[config.mk]
export PLATFORM = sky130hd
export DESIGN_NAME = uart_tx_buffered
export DESIGN_NICKNAME = d
export VERILOG_FILES = /design/src/rtl/uart_tx_buffered_pkg.sv /design/src/rtl/uart_tx_buffered_sync_fifo.sv /design/src/rtl/uart_tx_buffered.sv
export SDC_FILE = /design/constraint.sdc
export NUM_CORES = 1
export LEC_CHECK = 0
export CAP_MARGIN = 20
export CORE_MARGIN = 1.5
export CORE_UTILIZATION = 51
export DETAILED_ROUTE_END_ITERATION = 16
export PLACE_DENSITY = 0.73
export SLEW_MARGIN = 40
export SYNTH_ARGS = -nofsm -noshare
export SYNTH_HDL_FRONTEND = slang
export SYNTH_SLANG_ARGS = --single-unit
[constraint.sdc]
create_clock -name CLK_100MHz -period 2.3 [get_ports CLK_100MHz]
set_input_delay 0.46 -clock CLK_100MHz [delete_from_list [all_inputs] [get_ports CLK_100MHz]]
set_output_delay 0.46 -clock CLK_100MHz [all_outputs]
set_load 0.01 [all_outputs]
[src/rtl/uart_tx_buffered_pkg.sv]
// Shared UART definitions: line state encoding and default timing/buffer constants.
package uart_tx_buffered_pkg;

  localparam int unsigned UART_CLKS_PER_BIT = 868;  // 100 MHz / 115200 baud
  localparam int unsigned UART_FIFO_DEPTH   = 16;
  localparam int unsigned UART_DATA_BITS    = 8;

  typedef enum logic [1:0] {
    IDLE  = 2'd0,
    START = 2'd1,
    DATA  = 2'd2,
    STOP  = 2'd3
  } uart_state_e;

endpackage

[src/rtl/uart_tx_buffered_sync_fifo.sv]
// Synchronous FIFO with power-of-two depth, wrapping pointers and an occupancy count.
module sync_fifo #(
  parameter int unsigned DEPTH = 16,
  parameter int unsigned WIDTH = 8
) (
  input  logic                     clk,
  input  logic                     rst_n,
  input  logic                     push,
  input  logic                     pop,
  input  logic [WIDTH-1:0]         wdata,
  output logic [WIDTH-1:0]         rdata,
  output logic                     full,
  output logic                     empty,
  output logic [$clog2(DEPTH):0]   count
);

  localparam int unsigned AW       = $clog2(DEPTH);
  localparam logic [AW:0] FULL_CNT = (AW + 1)'(DEPTH);

  logic [WIDTH-1:0] mem_q [DEPTH];
  logic [AW-1:0]    wr_ptr_q, wr_ptr_d;
  logic [AW-1:0]    rd_ptr_q, rd_ptr_d;
  logic [AW:0]      count_q, count_d;
  logic             do_push, do_pop;

  // A push into a full FIFO is still taken when a pop frees a slot in the same cycle.
  always_comb begin
    do_pop   = pop && (count_q != '0);
    do_push  = push && ((count_q != FULL_CNT) || do_pop);
    wr_ptr_d = wr_ptr_q;
    rd_ptr_d = rd_ptr_q;
    count_d  = count_q;
    if (do_push) wr_ptr_d = wr_ptr_q + AW'(1);
    if (do_pop)  rd_ptr_d = rd_ptr_q + AW'(1);
    case ({do_push, do_pop})
      2'b10:   count_d = count_q + (AW + 1)'(1);
      2'b01:   count_d = count_q - (AW + 1)'(1);
      default: count_d = count_q;
    endcase
  end

  // Pointer and occupancy registers.
  always_ff @(posedge clk or negedge rst_n) begin
    if (!rst_n) begin
      wr_ptr_q <= '0;
      rd_ptr_q <= '0;
      count_q  <= '0;
    end else begin
      wr_ptr_q <= wr_ptr_d;
      rd_ptr_q <= rd_ptr_d;
      count_q  <= count_d;
    end
  end

  // Storage array; contents are don't-care while empty, so no reset.
  always_ff @(posedge clk) begin
    if (do_push) mem_q[wr_ptr_q] <= wdata;
  end

  assign rdata = mem_q[rd_ptr_q];
  assign empty = (count_q == '0);
  assign full  = (count_q == FULL_CNT);
  assign count = count_q;

endmodule

[src/rtl/uart_tx_buffered.sv]
// Buffered 8N1 UART transmitter.
// Build option UART_TX_FIFO_EN: defined -> DEPTH-entry sync_fifo ahead of the shifter;
// undefined -> single holding register (DEPTH ignored).
module uart_tx_buffered
  import uart_tx_buffered_pkg::*;
#(
  parameter int unsigned CLKS_PER_BIT = UART_CLKS_PER_BIT,
  parameter int unsigned DEPTH        = UART_FIFO_DEPTH
) (
  input  logic        CLK_100MHz,
  input  logic        rst_n,
  input  logic        load,
  input  logic [15:0] in,
  output logic        TX,
  output logic        tx_busy,
  output logic        full,
  output logic        overflow
);

  localparam logic [15:0] BIT_LAST = 16'(CLKS_PER_BIT - 1);

  uart_state_e state_q, state_d;
  logic [15:0] cnt_q, cnt_d;
  logic [2:0]  bit_idx_q, bit_idx_d;
  logic [7:0]  shift_q, shift_d;
  logic        tx_q, tx_d;
  logic        overflow_q, overflow_d;

  logic        pop;
  logic        bit_done;
  logic        fifo_full, fifo_empty;
  logic [7:0]  fifo_rdata;

  logic        unused_in_hi;
  assign unused_in_hi = ^in[15:8];

`ifdef UART_TX_FIFO_EN
  logic [$clog2(DEPTH):0] unused_fifo_count;

  sync_fifo #(
    .DEPTH (DEPTH),
    .WIDTH (8)
  ) u_fifo (
    .clk   (CLK_100MHz),
    .rst_n (rst_n),
    .push  (load),
    .pop   (pop),
    .wdata (in[7:0]),
    .rdata (fifo_rdata),
    .full  (fifo_full),
    .empty (fifo_empty),
    .count (unused_fifo_count)
  );
`else
  localparam int unsigned unused_depth = DEPTH;

  logic [7:0] hold_q, hold_d;
  logic       hold_valid_q, hold_valid_d;

  // Single-entry buffer; refilled in the same cycle the shifter takes its word.
  always_comb begin
    hold_d       = hold_q;
    hold_valid_d = hold_valid_q;
    if (pop) hold_valid_d = 1'b0;
    if (load && (!hold_valid_q || pop)) begin
      hold_d       = in[7:0];
      hold_valid_d = 1'b1;
    end
  end

  // Holding register flops.
  always_ff @(posedge CLK_100MHz or negedge rst_n) begin
    if (!rst_n) begin
      hold_q       <= '0;
      hold_valid_q <= 1'b0;
    end else begin
      hold_q       <= hold_d;
      hold_valid_q <= hold_valid_d;
    end
  end

  assign fifo_full  = hold_valid_q;
  assign fifo_empty = !hold_valid_q;
  assign fifo_rdata = hold_q;
`endif

  // State, timing and line registers.
  always_ff @(posedge CLK_100MHz or negedge rst_n) begin
    if (!rst_n) begin
      state_q    <= IDLE;
      cnt_q      <= '0;
      bit_idx_q  <= '0;
      shift_q    <= '0;
      tx_q       <= 1'b1;
      overflow_q <= 1'b0;
    end else begin
      state_q    <= state_d;
      cnt_q      <= cnt_d;
      bit_idx_q  <= bit_idx_d;
      shift_q    <= shift_d;
      tx_q       <= tx_d;
      overflow_q <= overflow_d;
    end
  end

  // Next-state, bit timing and buffer pop.
  always_comb begin
    state_d   = state_q;
    cnt_d     = cnt_q;
    bit_idx_d = bit_idx_q;
    shift_d   = shift_q;
    pop       = 1'b0;
    bit_done  = (cnt_q == BIT_LAST);
    case (state_q)
      IDLE: begin
        if (!fifo_empty) begin
          pop     = 1'b1;
          shift_d = fifo_rdata;
          cnt_d   = '0;
          state_d = START;
        end
      end
      START: begin
        if (bit_done) begin
          cnt_d     = '0;
          bit_idx_d = '0;
          state_d   = DATA;
        end else begin
          cnt_d = cnt_q + 16'd1;
        end
      end
      DATA: begin
        if (bit_done) begin
          cnt_d = '0;
          if (bit_idx_q == 3'd7) begin
            state_d = STOP;
          end else begin
            bit_idx_d = bit_idx_q + 3'd1;
            shift_d   = shift_q >> 1;
          end
        end else begin
          cnt_d = cnt_q + 16'd1;
        end
      end
      STOP: begin
        if (bit_done) begin
          cnt_d = '0;
          if (!fifo_empty) begin
            pop     = 1'b1;
            shift_d = fifo_rdata;
            state_d = START;
          end else begin
            state_d = IDLE;
          end
        end else begin
          cnt_d = cnt_q + 16'd1;
        end
      end
      default: state_d = IDLE;
    endcase
    overflow_d = overflow_q | (load & fifo_full & ~pop);
  end

  // Line level is computed from the next state so TX leaves a flop.
  always_comb begin
    case (state_d)
      START:   tx_d = 1'b0;
      DATA:    tx_d = shift_d[0];
      default: tx_d = 1'b1;
    endcase
    tx_busy = (state_q != IDLE) || !fifo_empty;
  end

  assign TX       = tx_q;
  assign full     = fifo_full;
  assign overflow = overflow_q;

endmodule

==> results.yml, run 1 <==
# generated from flow reports
worst_setup_path:
  critPathBufInv: 0
  path_delay_family: "simple AND/OR/NAND/NOR gates"
  critPathLaunchType: "flip-flop"
  arrival_ps: 2460
  crit_start: "cnt_q[14]"
  worstSetupPathType: "flip-flop to flip-flop"
  r2r_end: "shift_q[7]"
  cpMostUsedCell: "or4_4"
  crit_fanout: 7
  slowest_stage: "or4_4"
  path_cells: "or4_4 > or4_4 > o21a_4 > o22ai_4 > o31ai_4 > a32o_2"
  r2r_cells: 6
  max_stage_delay_ps: 580
  critPathCaptureType: "flip-flop"
  critPathCapture: "shift_q[7]"
  worstPathRequired_ps: 2490
  rrSetupSlack_ps: 30
  r2r-start: "cnt_q[14]"
global_route:
  gr-total-overflow: 0
  antenna_found_initial: 0
  grt_pass1_vias: 1725
  grt.total_usage_pct: 23.9
  grt_first_pass_wirelength_um: 8200
  grt_max_degree: 18
yosys:
  yosys.area.top_type: "dfrtp_1"
  yosysWarnings: 0
  ys_sh_adder_pct: 4.59
  aoi_share_pct: 22.1
  ys_types: 48
  synth-async-reset-ratio_pct: 100
  synthCells: 216
  top_cell: "dfrtp_1"
  edf_count: 0
  synthMuxAreaShare_pct: 4.13
  top_cell_area_share_pct: 44.7
  flop_cell: "dfrtp_1"
  synth_flop_count: 40
  syn_area_mm2: 0.00218
  synthesis.nets: 243
  synth.logic.top_family: "AND-OR/OR-AND gates"
  top_cells_by_count: "39 x dfrtp_1, 26 x o21ai_0, 22 x nand2_1"
  synth_seq_share_pct: 45.9
power:
  power_switching_share_pct: 22.3
  peakVddDrop_uv: 336
  combPwrFrac_pct: 3.8
  leakage_uw: 0.00121
  p_sw_uw: 284
  clkPwrFrac_pct: 39.1
  p_per_area_mw_per_mm2: 461
routing:
  dr.pass1.iters: 5
  final_antenna_net_count: 0
  wl_um: 4920
  drc_errors: 0
  via_count: 1845
  vias_per_cell: 5.89
sta:
  holdWs_ps: 52.9
  hold_viol: 0
  rsz0062_at_grt: "yes"
  fin_crit_sh_pct: 98.7
  worst_slew_margin_rel_pct: 55.7
  tightest_slew_ps: 662
  period_needed_ps: 2270
  slew_viol_final: 0
  fin_ws_ps: 30.8
  finalSetupViolations: 0
clocking:
  clockBufferDepth: 2
  clk_pin_slew_worst_paths_ps: 80
  holdBufCountCts: 0
  tritoncts: "built"
  root_buffer: "clkbuf_8"
layout:
  fillers: 325
  antennaDiodeCount: 0
  finalInstanceArea_mm2: 0.00276
  fin_util_pct: 68.1
  drive_gt1_share_pct: 28.1
placement:
  dpl_worst_slack_ps: -119
  io_buffers: 14
  dpl.hpwl_um: 3450
  place_area_mm2: 0.00260
  gp_congestion: 0.885
job:
  timing.max_cap.violations: 0
  warning_count: 40
floorplanning:
  die_w_um: 68.4
  pin_count: 23
  fp_util_pct: 53.8
  core_mm2: 0.00406
  rows: 23
  chipArea_mm2: 0.00468
outcome:
  status: "complete, no violations"
min_path:
  hp-class: "input port to async pin"
run 1: final cells by class:
| type | instances | area [um^2] | area share, % |
|---|---|---|---|
| Multi-Input combinational cell | 161 | 1190 | 43.2 |
| Sequential cell | 40 | 1000 | 36.3 |
| Inverter | 8 | 30.0 | 1.09 |
| Tap cell | 50 | 62.6 | 2.26 |
| Timing Repair Buffer | 46 | 378 | 13.7 |
| Clock buffer | 6 | 82.6 | 2.99 |
| Clock inverter | 2 | 15.0 | 0.543 |
run 1: layout by cell type, fill, tap and decap left out, types with 3 or more instances in the layout:
cell type and count:
nor3_1 3, xor2_1 3, and3_1 5, nand3_1 6
nand2_1 20, buf_4 31, a21oi_1 3, a22o_1 16
inv_1 8, mux2_2 8, nor2_1 13, nand4_1 4
clkdlybuf4s50_1 12, o21ai_0 26, clkbuf_8 6, nand2b_1 3
dfrtp_1 39, ha_1 6
run 1: per-stage QoR:
stage                     total power (uW)  setup TNS, ps  std cells
after floorplan                        753          -1570        216
after global placement                 789           -865        302
after detailed placement               791          -1250        302
after CTS                             1290              0        312
after global routing                  1330           -320        313
final                                 1270              0        313
run 1: how the worst min path moves through the flow:
stage                     slack, ps  cells after the start           end   from
after floorplan                 160                      0  bit_idx_q[0]  rst_n
after global placement          370                      1      cnt_q[8]  rst_n
after detailed placement        380                      1      cnt_q[9]  rst_n
after CTS                        60                      1      cnt_q[6]  rst_n
after global routing             70                      1      cnt_q[6]  rst_n
final                            50                      1      cnt_q[1]  rst_n
run 1: power by group through the flow:
stage	Clock (uW)	Sequential, uW	Combinational [uW]
floorplan	0	739	14.9
global placement	0	741	47.7
detailed placement	0	741	49.6
CTS	515	727	49.9
global route	541	729	54.7
finish	498	728	48.1
run 1: per-layer routing:
layer / wire length (um) / GRT usage, % / vias to the layer above
li1: - / - / 894
met1: 2250 / 33.1 / 885
met2: 2310 / 36.4 / 55
met3: 261 / 5.43 / 11
met4: 89 / 9.00 / 0
met5: 0 / 0 / -
run 1: flip-flops by register name, indices dropped and copies added, names as in the netlist:
signal	flops
TX	1
bit_idx_q	3
cnt_q	16
fifo_rdata	8
full	1
overflow	1
shift_q	8
state_q	2
run 1: cell families (layout without fill, tap and decap cells):
kind of cell,Yosys count,after routing
AOI/OAI and AO/OA,66,66
xor gates and xnor gates,4,4
adders and majority gates,8,8
buffers and inverters,15,62
DFF,40,40
muxes,8,8
and+or+nand+nor,75,75
run 1: repair_timing:
item | CTS | global route
pin swaps | 8 | 12
setup buffers | 2 | 1
endpoints found under the setup margin | 16 | 20
resized | 8 | 3
endpoints found under the hold margin | 0 | 0
run 1: worst register-to-register path, cell delays in order, from the launching register on:
cell     delay (ps)
dfrtp_1         380
or4_4           540
or4_4           580
o21a_4          150
o22ai_4         120
o31ai_4         140
a32o_2          250
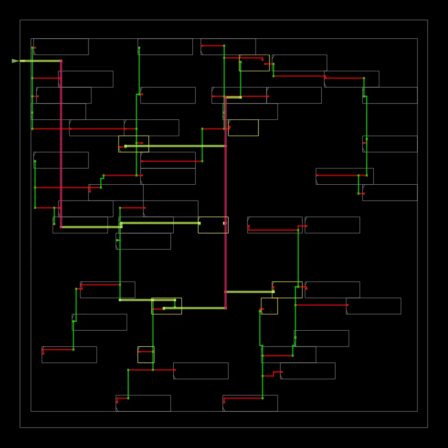
run_1/clock_nets.png
clk pwr: 498 uW
Final Skew: 4.52 ps
CTS Buf Count: 5
Late-Pin Clk Latency: 300 ps
Num Clock Sinks: 40

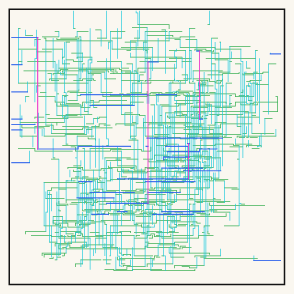
run_1/layers.png
Scale: 4 px per um.
[cyan] M2 | wire length: 2310 um
[green] M1 | wire length: 2250 um
[magenta] M4 | wire length: 89.1 um
[blue] M3 | wire length: 262 um

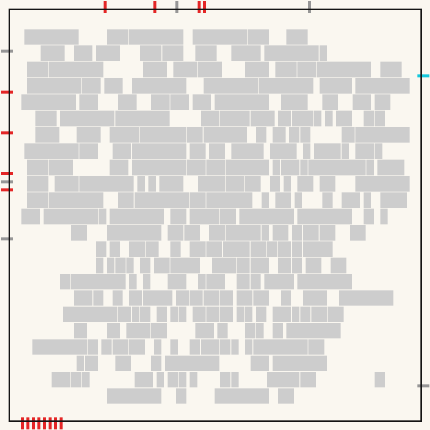
run_1/pinout.png
Scale: 6 px per um. Pins as bars across the die edge, other pins in grey.
[cyan] `TX` | pins: 1 | direction: output | edge: east
[red] `in` | pins: 16 | direction: input | edge: 8 south, 4 north, 4 west
all pins by edge: 8 south, 7 west, 6 north, 2 east

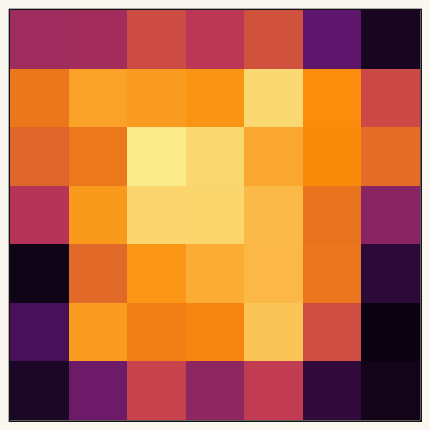
run_1/util_map.png
Scale: 6 px per um. 7 x 7 tiles, from black (low) to pale yellow (high), 0 to 100% covered.
tiles over 75% full: 35%
fullest tile: 96%
mean over tiles: 58%
densest ninth of the die: centre
emptiest ninth of the die: south-east

==> run 2, diff against run 1 <==
Settings changed: CTS_CLUSTER_SIZE set to 10.
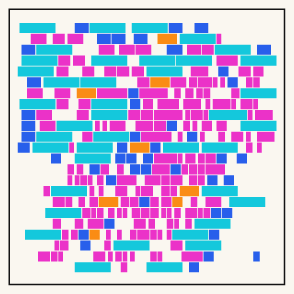
run_2/class_map.png
Scale: 4 px per um.
[orange] clock drivers and dummy loads | cells: 8
[magenta] remaining logic cells | cells: 169
[cyan] registers | cells: 40
[blue] remaining buffers and delay cells | cells: 46

==> run 2 against run 1 <==
Power unchanged. Via count unchanged. Die size unchanged. Critical path depth unchanged. Core utilization unchanged. Largest power group unchanged.
==> results.yml, run 2 <==
# generated from flow reports
outcome:
  status: "complete, no violations"
worst_setup_path:
  r2r_cells: 6
  worstSetupPathType: "flip-flop to flip-flop"
  rrSetupSlack_ps: 30
  critPathLaunchType: "flip-flop"
  crit_fanout: 7
  r2r_end: "shift_q[7]"
placement:
  gp_congestion: 0.885
  place_area_mm2: 0.00260
yosys:
  top_cell_area_share_pct: 44.7
  flop_cell: "dfrtp_1"
  synth_flop_count: 40
  synth_seq_share_pct: 45.9
  edf_count: 0
  synthCells: 216
  synthesis.nets: 243
  top_cell: "dfrtp_1"
  ys_types: 48
  yosys.area.top_type: "dfrtp_1"
power:
  leakage_uw: 0.00121
  combPwrFrac_pct: 3.8
  p_per_area_mw_per_mm2: 461
  clkPwrFrac_pct: 39.1
  p_sw_uw: 284
  power.total_uw: 1270
  peakVddDrop_uv: 336
  power_switching_share_pct: 22.3
sta:
  holdWs_ps: 52.9
  hold_viol: 0
  fin_setup_tns_ps: 0
  slew_viol_final: 0
  skew_ps: 4.52
  tightest_slew_ps: 662
  fin_crit_sh_pct: 98.7
  worst_slew_margin_rel_pct: 55.7
clocking:
  clkLatencyLatePin_ps: 300
  tritoncts: "built"
  holdBufCountCts: 0
  clock-sinks: 40
job:
  timing.max_cap.violations: 0
  warning_count: 40
global_route:
  grt_first_pass_wirelength_um: 8200
  grt_max_degree: 18
  antenna_found_initial: 0
  grt_pass1_vias: 1725
  grt_use_met2_pct: 36.4
routing:
  vias_per_cell: 5.89
  dr.pass1.iters: 5
  wl_um: 4920
  via_count: 1845
  drc_errors: 0
floorplanning:
  die_w_um: 68.4
  rows: 23
layout:
  layout.cells.most_common: "dfrtp_1"
  layout_top_cells: "39 x dfrtp_1, 31 x buf_4, 26 x o21ai_0, 20 x nand2_1, 16 x a22o_1"
  largest_reg_flops: 16
  finalInstanceArea_mm2: 0.00276
  drive_gt1_share_pct: 28.1
[run 2: worst max path at each step]
stage,slack [ps],startpoint,cells past startpoint,end
2_1_floorplan,-150,state_q[0],7,shift_q[1]
3_3_place_gp,-80,cnt_q[0],7,fifo_rdata[3]
3_5_place_dp,-120,cnt_q[1],7,fifo_rdata[3]
4_1_cts,10,cnt_q[14],6,shift_q[5]
5_1_grt,-40,state_q[1],7,shift_q[5]
6_report,30,cnt_q[14],6,shift_q[7]
[run 2: cell type report]
cell class | instances | area [um^2]
inverters | 8 | 30.0
clock buffers | 6 | 82.6
repair buffers | 46 | 378
fillers | 325 | 1290
multi-input cells | 161 | 1190
clock inverters | 2 | 15.0
flip-flops and latches | 40 | 1000
well taps | 50 | 62.6
[run 2: what timing repair did]
item / 4_1_cts / 5_1_grt
hold endpoints to repair: 0 / 0
setup buffers: 2 / 1
resized: 8 / 3
endpoints found under the setup margin: 16 / 20
pin swaps: 8 / 12
[run 2: through the flow]
step | instances | setup WS [ps] | utilization [%]
floorplan | 216 | -146 | -
global placement | 302 | -76.9 | 64.1
detailed placement | 302 | -119 | 64.1
CTS | 312 | 14.4 | 67.6
global route | 313 | -42.0 | 68.1
finish | 313 | 30.8 | 68.1
[run 2: critical path: stages, from the launching register on]
cell and delay [ps]:
dfrtp_1 380, or4_4 540, or4_4 580, o21a_4 150, o22ai_4 120, o31ai_4 140
a32o_2 240
[run 2: power groups by stage]
stage	logic [uW]	registers (uW)	clock network (uW)
3_5_place_dp	49.6	741	0
2_1_floorplan	14.9	739	0
6_report	48.1	728	498
5_1_grt	54.7	729	541
3_3_place_gp	47.7	741	0
4_1_cts	49.9	727	515
[run 2: kinds of logic after synthesis]
kind of cell / after synthesis / synth area share [%]
AND/OR/NAND/NOR: 75 / 18.7
XOR/XNOR: 4 / 1.61
flip-flops: 40 / 45.9
adder cells (fa/ha/maj): 8 / 4.59
multiplexers: 8 / 4.13
AND-OR/OR-AND: 66 / 22.1
buffers and inverters: 15 / 2.92
[run 2: per-layer routing]
layer	vias to the layer above	wire length, um	share of wire (%)
li1	894	-	-
met1	885	2250	46
met2	55	2310	47
met3	11	261	5.3
met4	0	89	1.8
met5	-	0	0
Power figures rest on the tool's default switching activity, not on a simulated workload.
